`src/rtl/dmem_arb_pkg.sv`:
```
// Shared types and default widths for the data-memory arbiter slice.
package dmem_arb_pkg;

  localparam int unsigned DEFAULT_ADDR_WIDTH = 4;
  localparam int unsigned DEFAULT_DATA_WIDTH = 32;

  typedef enum logic {
    OWNER_CORE = 1'b0,
    OWNER_AUX  = 1'b1
  } owner_e;

  typedef struct packed {
    logic                          we;
    logic [DEFAULT_ADDR_WIDTH-1:0] addr;
    logic [DEFAULT_DATA_WIDTH-1:0] wdata;
  } dmem_req_t;

endpackage

```
`src/rtl/dmem_arbiter_if.sv`:
```
// Requester-side port of the data-memory arbiter: request fields, grant and read response.
interface dmem_arbiter_if #(
  parameter int unsigned ADDR_WIDTH = dmem_arb_pkg::DEFAULT_ADDR_WIDTH,
  parameter int unsigned DATA_WIDTH = dmem_arb_pkg::DEFAULT_DATA_WIDTH
);

  logic                  req;
  logic                  we;
  logic [ADDR_WIDTH-1:0] addr;
  logic [DATA_WIDTH-1:0] wdata;
  logic                  gnt;
  logic                  rvalid;
  logic [DATA_WIDTH-1:0] rdata;

  modport master (
    output req, we, addr, wdata,
    input  gnt, rvalid, rdata
  );

  modport slave (
    input  req, we, addr, wdata,
    output gnt, rvalid, rdata
  );

endinterface

```
`src/rtl/dmem_arb_select.sv`:
```
// Combinational grant selector: fixed core>aux priority, or round-robin with a
// last-winner pointer when DMEM_ARB_ROUND_ROBIN_EN is defined.
module dmem_arb_select
  import dmem_arb_pkg::*;
(
`ifdef DMEM_ARB_ROUND_ROBIN_EN
  input  owner_e last_winner,
  output owner_e last_winner_nxt,
`endif
  input  logic   core_req,
  input  logic   aux_req,
  output logic   core_gnt,
  output logic   aux_gnt
);

  always_comb begin
    core_gnt = 1'b0;
    aux_gnt  = 1'b0;
`ifdef DMEM_ARB_ROUND_ROBIN_EN
    last_winner_nxt = last_winner;
    // On contention the port that did not win most recently goes first
    if (core_req && aux_req) begin
      if (last_winner == OWNER_AUX) core_gnt = 1'b1;
      else                          aux_gnt  = 1'b1;
    end else begin
      core_gnt = core_req;
      aux_gnt  = aux_req;
    end
    if (core_gnt)     last_winner_nxt = OWNER_CORE;
    else if (aux_gnt) last_winner_nxt = OWNER_AUX;
`else
    core_gnt = core_req;
    aux_gnt  = aux_req & ~core_req;
`endif
  end

endmodule

```
`src/rtl/dmem_arbiter.sv`:
```
// Two-requester arbiter in front of the single-port data memory: accept, access, response.
// Optional round-robin arbitration under DMEM_ARB_ROUND_ROBIN_EN (default: fixed core>aux).
module dmem_arbiter
  import dmem_arb_pkg::*;
#(
  parameter int unsigned ADDR_WIDTH = DEFAULT_ADDR_WIDTH,
  parameter int unsigned DATA_WIDTH = DEFAULT_DATA_WIDTH
) (
  input  logic                  clk,
  input  logic                  rst,
  dmem_arbiter_if.slave         core,
  dmem_arbiter_if.slave         aux,
  output logic                  mem_read,
  output logic                  mem_write,
  output logic [ADDR_WIDTH-1:0] mem_address,
  output logic [DATA_WIDTH-1:0] mem_write_data,
  input  logic [DATA_WIDTH-1:0] mem_read_data
);

  logic                  core_gnt_c;
  logic                  aux_gnt_c;
  logic                  accept_c;
  logic                  sel_we_c;
  logic [ADDR_WIDTH-1:0] sel_addr_c;
  logic [DATA_WIDTH-1:0] sel_wdata_c;

  owner_e                owner_q;
  logic                  core_rvalid_q;
  logic                  aux_rvalid_q;
  logic [DATA_WIDTH-1:0] core_rdata_q;
  logic [DATA_WIDTH-1:0] aux_rdata_q;

`ifdef DMEM_ARB_ROUND_ROBIN_EN
  owner_e last_winner_q;
  owner_e last_winner_nxt_c;

  // Reset to "aux won last" so the core wins the first contention
  always_ff @(posedge clk or negedge rst) begin
    if (!rst) last_winner_q <= OWNER_AUX;
    else      last_winner_q <= last_winner_nxt_c;
  end
`endif

  dmem_arb_select u_select (
`ifdef DMEM_ARB_ROUND_ROBIN_EN
    .last_winner     (last_winner_q),
    .last_winner_nxt (last_winner_nxt_c),
`endif
    .core_req        (core.req),
    .aux_req         (aux.req),
    .core_gnt        (core_gnt_c),
    .aux_gnt         (aux_gnt_c)
  );

  // Mux the winning request into the stage-1 inputs
  always_comb begin
    accept_c    = core_gnt_c | aux_gnt_c;
    sel_we_c    = core.we;
    sel_addr_c  = core.addr;
    sel_wdata_c = core.wdata;
    if (aux_gnt_c) begin
      sel_we_c    = aux.we;
      sel_addr_c  = aux.addr;
      sel_wdata_c = aux.wdata;
    end
  end

  // Stage 1: strobes pulse only for an accepted request; address/data hold otherwise
  always_ff @(posedge clk or negedge rst) begin
    if (!rst) begin
      mem_read       <= 1'b0;
      mem_write      <= 1'b0;
      mem_address    <= '0;
      mem_write_data <= '0;
      owner_q        <= OWNER_CORE;
    end else begin
      mem_read  <= accept_c & ~sel_we_c;
      mem_write <= accept_c &  sel_we_c;
      if (accept_c) begin
        mem_address    <= sel_addr_c;
        mem_write_data <= sel_wdata_c;
        owner_q        <= aux_gnt_c ? OWNER_AUX : OWNER_CORE;
      end
    end
  end

  // Stage 2: capture read data for the owning port
  always_ff @(posedge clk or negedge rst) begin
    if (!rst) begin
      core_rvalid_q <= 1'b0;
      aux_rvalid_q  <= 1'b0;
      core_rdata_q  <= '0;
      aux_rdata_q   <= '0;
    end else begin
      core_rvalid_q <= mem_read & (owner_q == OWNER_CORE);
      aux_rvalid_q  <= mem_read & (owner_q == OWNER_AUX);
      if (mem_read && owner_q == OWNER_CORE) core_rdata_q <= mem_read_data;
      if (mem_read && owner_q == OWNER_AUX)  aux_rdata_q  <= mem_read_data;
    end
  end

  assign core.gnt    = core_gnt_c;
  assign core.rvalid = core_rvalid_q;
  assign core.rdata  = core_rdata_q;
  assign aux.gnt     = aux_gnt_c;
  assign aux.rvalid  = aux_rvalid_q;
  assign aux.rdata   = aux_rdata_q;

endmodule

```
`src/flat_wrapper.sv`:
```
// flat-port wrapper written by rule: the top's interface ports become plain ports
module dmem_arbiter_flat import dmem_arb_pkg::*;
#(
  parameter int unsigned ADDR_WIDTH = DEFAULT_ADDR_WIDTH,
  parameter int unsigned DATA_WIDTH = DEFAULT_DATA_WIDTH
)
  (clk, rst, mem_read, mem_write, mem_address, mem_write_data, mem_read_data, core_req, core_we, core_addr, core_wdata, core_gnt, core_rvalid, core_rdata, aux_req, aux_we, aux_addr, aux_wdata, aux_gnt, aux_rvalid, aux_rdata);
  dmem_arbiter_if #(.ADDR_WIDTH(ADDR_WIDTH), .DATA_WIDTH(DATA_WIDTH)) core_i ();
  dmem_arbiter_if #(.ADDR_WIDTH(ADDR_WIDTH), .DATA_WIDTH(DATA_WIDTH)) aux_i ();
  input  logic clk;
  input  logic rst;
  output logic mem_read;
  output logic mem_write;
  output logic [ADDR_WIDTH-1:0] mem_address;
  output logic [DATA_WIDTH-1:0] mem_write_data;
  input  logic [DATA_WIDTH-1:0] mem_read_data;
  input wire logic [$bits(core_i.req)-1:0] core_req;
  input wire logic [$bits(core_i.we)-1:0] core_we;
  input wire logic [$bits(core_i.addr)-1:0] core_addr;
  input wire logic [$bits(core_i.wdata)-1:0] core_wdata;
  output wire logic [$bits(core_i.gnt)-1:0] core_gnt;
  output wire logic [$bits(core_i.rvalid)-1:0] core_rvalid;
  output wire logic [$bits(core_i.rdata)-1:0] core_rdata;
  input wire logic [$bits(aux_i.req)-1:0] aux_req;
  input wire logic [$bits(aux_i.we)-1:0] aux_we;
  input wire logic [$bits(aux_i.addr)-1:0] aux_addr;
  input wire logic [$bits(aux_i.wdata)-1:0] aux_wdata;
  output wire logic [$bits(aux_i.gnt)-1:0] aux_gnt;
  output wire logic [$bits(aux_i.rvalid)-1:0] aux_rvalid;
  output wire logic [$bits(aux_i.rdata)-1:0] aux_rdata;
  assign core_i.req = core_req;
  assign core_i.we = core_we;
  assign core_i.addr = core_addr;
  assign core_i.wdata = core_wdata;
  assign core_gnt = core_i.gnt;
  assign core_rvalid = core_i.rvalid;
  assign core_rdata = core_i.rdata;
  assign aux_i.req = aux_req;
  assign aux_i.we = aux_we;
  assign aux_i.addr = aux_addr;
  assign aux_i.wdata = aux_wdata;
  assign aux_gnt = aux_i.gnt;
  assign aux_rvalid = aux_i.rvalid;
  assign aux_rdata = aux_i.rdata;
  dmem_arbiter #(.ADDR_WIDTH(ADDR_WIDTH), .DATA_WIDTH(DATA_WIDTH)) u_core (.clk(clk), .rst(rst), .core(core_i), .aux(aux_i), .mem_read(mem_read), .mem_write(mem_write), .mem_address(mem_address), .mem_write_data(mem_write_data), .mem_read_data(mem_read_data));
endmodule
```
`config.mk`:
```
export PLATFORM = sky130hd
export DESIGN_NAME = dmem_arbiter_flat
export DESIGN_NICKNAME = d
export VERILOG_FILES = /design/src/rtl/dmem_arb_pkg.sv /design/src/rtl/dmem_arbiter_if.sv /design/src/rtl/dmem_arb_select.sv /design/src/rtl/dmem_arbiter.sv /design/src/flat_wrapper.sv
export SDC_FILE = /design/constraint.sdc
export NUM_CORES = 1
export LEC_CHECK = 0
export CAP_MARGIN = 30
export CORE_MARGIN = 4
export CORE_UTILIZATION = 40
export DETAILED_ROUTE_END_ITERATION = 8
export GPL_TIMING_DRIVEN = 0
export PLACE_DENSITY = 0.8
export SLEW_MARGIN = 5
export SYNTH_ARGS = -nofsm -noshare
export SYNTH_HDL_FRONTEND = slang
export SYNTH_SLANG_ARGS = --single-unit
```
`constraint.sdc`:
```
create_clock -name clk -period 1.4 [get_ports clk]
set_clock_uncertainty 0.05 [all_clocks]
set_input_delay 0.21 -clock clk [delete_from_list [all_inputs] [get_ports clk]]
set_output_delay 0.21 -clock clk [all_outputs]
set_load 0.005 [all_outputs]
```
==> flow_summary.yaml <==
# implementation run metrics
outcome:
  status: "complete, no violations"
layout:
  final_cell_mix: "clkdlybuf4s50_1, dfrtp_1, dlygate4sd2_1, mux2i_1, nand2_1"
  final_util: 0.666
  nNetsFinal: 668
final_timing:
  maxSlewViolCount: 0
  finalSetupTns_ns: 0
  period_used_share: 0.958
synthesis:
  ys_warn_count: 0
  xor_share: 0
  netlist_instances: 308
  synth.distinct_cells: 18
  ys_sh_aoi: 0.0451
  floorplan.nets: 418
routing:
  postRouteAntennaNets: 0
  drt_pre_antenna_iters: 4
  met3_length_um: 1370
  wl_met2_um: 6160
worst_setup_path:
  crit_path_max_incr_delay_ns: 0.40
  cp-start-kind: "flip-flop"
  r2r_cells: 4
  startpoint: "u_core.mem_read"
pwr:
  p_sw_uw: 2060
  total_power_uw: 7810
  max-vdd-ir-drop_mv: 0.549
  power_leader: "registers"
  pwr-share-seq: 0.487
  combPwrFrac: 0.283
die:
  fp_util: 0.417
  num_rows: 37
placement:
  dpl_cell_area_sq_mm: 0.00671
  dpl.hpwl_um: 9630
global_routing:
  overflow: 0
  busiest_layer: "met2"
clock_tree:
  cts_tree: "yes"
  cts.path.max_buffers: 2
min_path:
  hold_start: "core_req"
==> area by class of cell <==
| type | instances | area, sq um | share of cell area |
|---|---|---|---|
| inverter | 4 | 15.0 | 0.00215 |
| timing repair buffer | 240 | 2250 | 0.321 |
| sequential | 105 | 2630 | 0.375 |
| buffer | 19 | 180 | 0.0257 |
| clock buffer | 11 | 151 | 0.0216 |
| multi-input combinational | 179 | 1570 | 0.224 |
| tap | 136 | 170 | 0.0243 |
| clock inverter | 5 | 36.3 | 0.00519 |
==> worst register-to-register path, cell delays in order, from the launching register on <==
cell and delay [ns]:
dfrtp_1 0.40, buf_6 0.13, nand2b_4 0.16, buf_12 0.18, mux2_4 0.30
==> timing repair <==
action                                 in CTS  in global routing
gates resized                             109                  2
endpoints found under the hold margin      44                  0
pin swaps                                   0                  0
buffers inserted                           23                  1
setup endpoints to repair                 105                 33
hold buffers                                1                  0
gates cloned                                0                  1
==> synthesized netlist by cell type <==
| library cell | n | share of area |
|---|---|---|
| dfrtp_1 | 105 | 0.60 |
| mux2i_1 | 36 | 0.082 |
| nand2_1 | 36 | 0.031 |
| mux2_2 | 35 | 0.090 |
| o21ai_0 | 31 | 0.035 |
| mux2_4 | 29 | 0.099 |
| buf_2 | 6 | 0.0069 |
| buf_6 | 6 | 0.015 |
| o21ai_1 | 5 | 0.0057 |
| inv_1 | 4 | 0.0034 |
| buf_12 | 3 | 0.014 |
| clkbuf_1 | 3 | 0.0026 |
| a22o_1 | 2 | 0.0040 |
| buf_4 | 2 | 0.0034 |
| nor2_1 | 2 | 0.0017 |
| nand2_2 | 1 | 0.0014 |
| nand2b_4 | 1 | 0.0031 |
| nor2b_1 | 1 | 0.0014 |
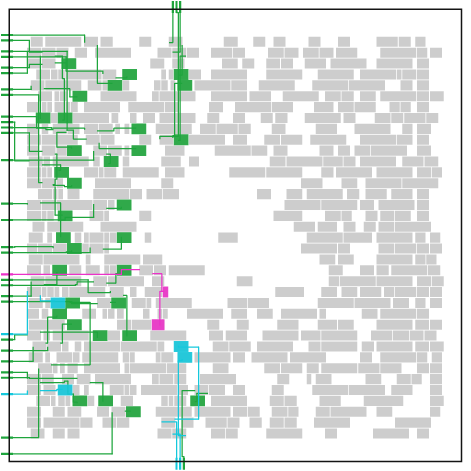
port_trees.png
Scale: 4 px per um.
| colour | port | direction | edge | end cells | wire |
|---|---|---|---|---|---|
| cyan | `aux_addr` | input | 2 bottom, 2 left | 4 | 103 um |
| green | `aux_wdata` | input | 28 left, 3 top, 1 bottom | 32 | 876 um |
| magenta | `core_we` | input | left | 2 | 49.5 um |
Buffers on Ports: 213
boundary pin count: 216

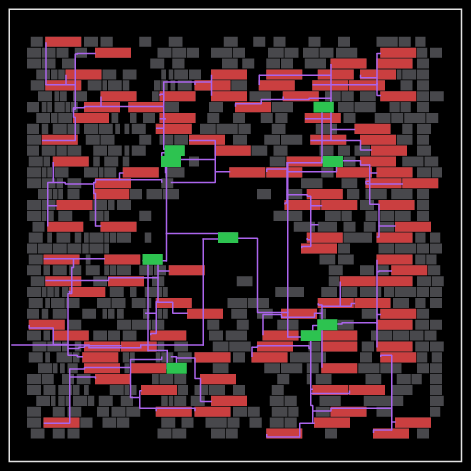
clock_wires.png
Scale: 4 px per um.
[purple] clock wires | length: 1210 um
[red] flip-flops | count: 105
[green] clock-net drivers | count: 9
routed clock nets: 10
flops lie: all over the die
clk pwr: 1800 uW
worst skew pair latency: 0.36 ns
clock group share of total power: 0.230

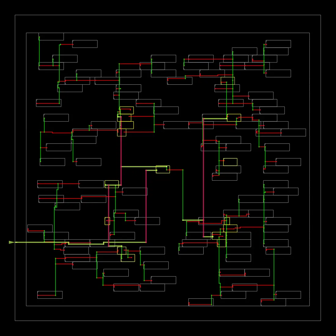
clock_nets.png
CTS sink count: 105
clk_buf instances: 11
registers: 105
total CTS buffers: 9

Power and IR drop assume default switching activity.
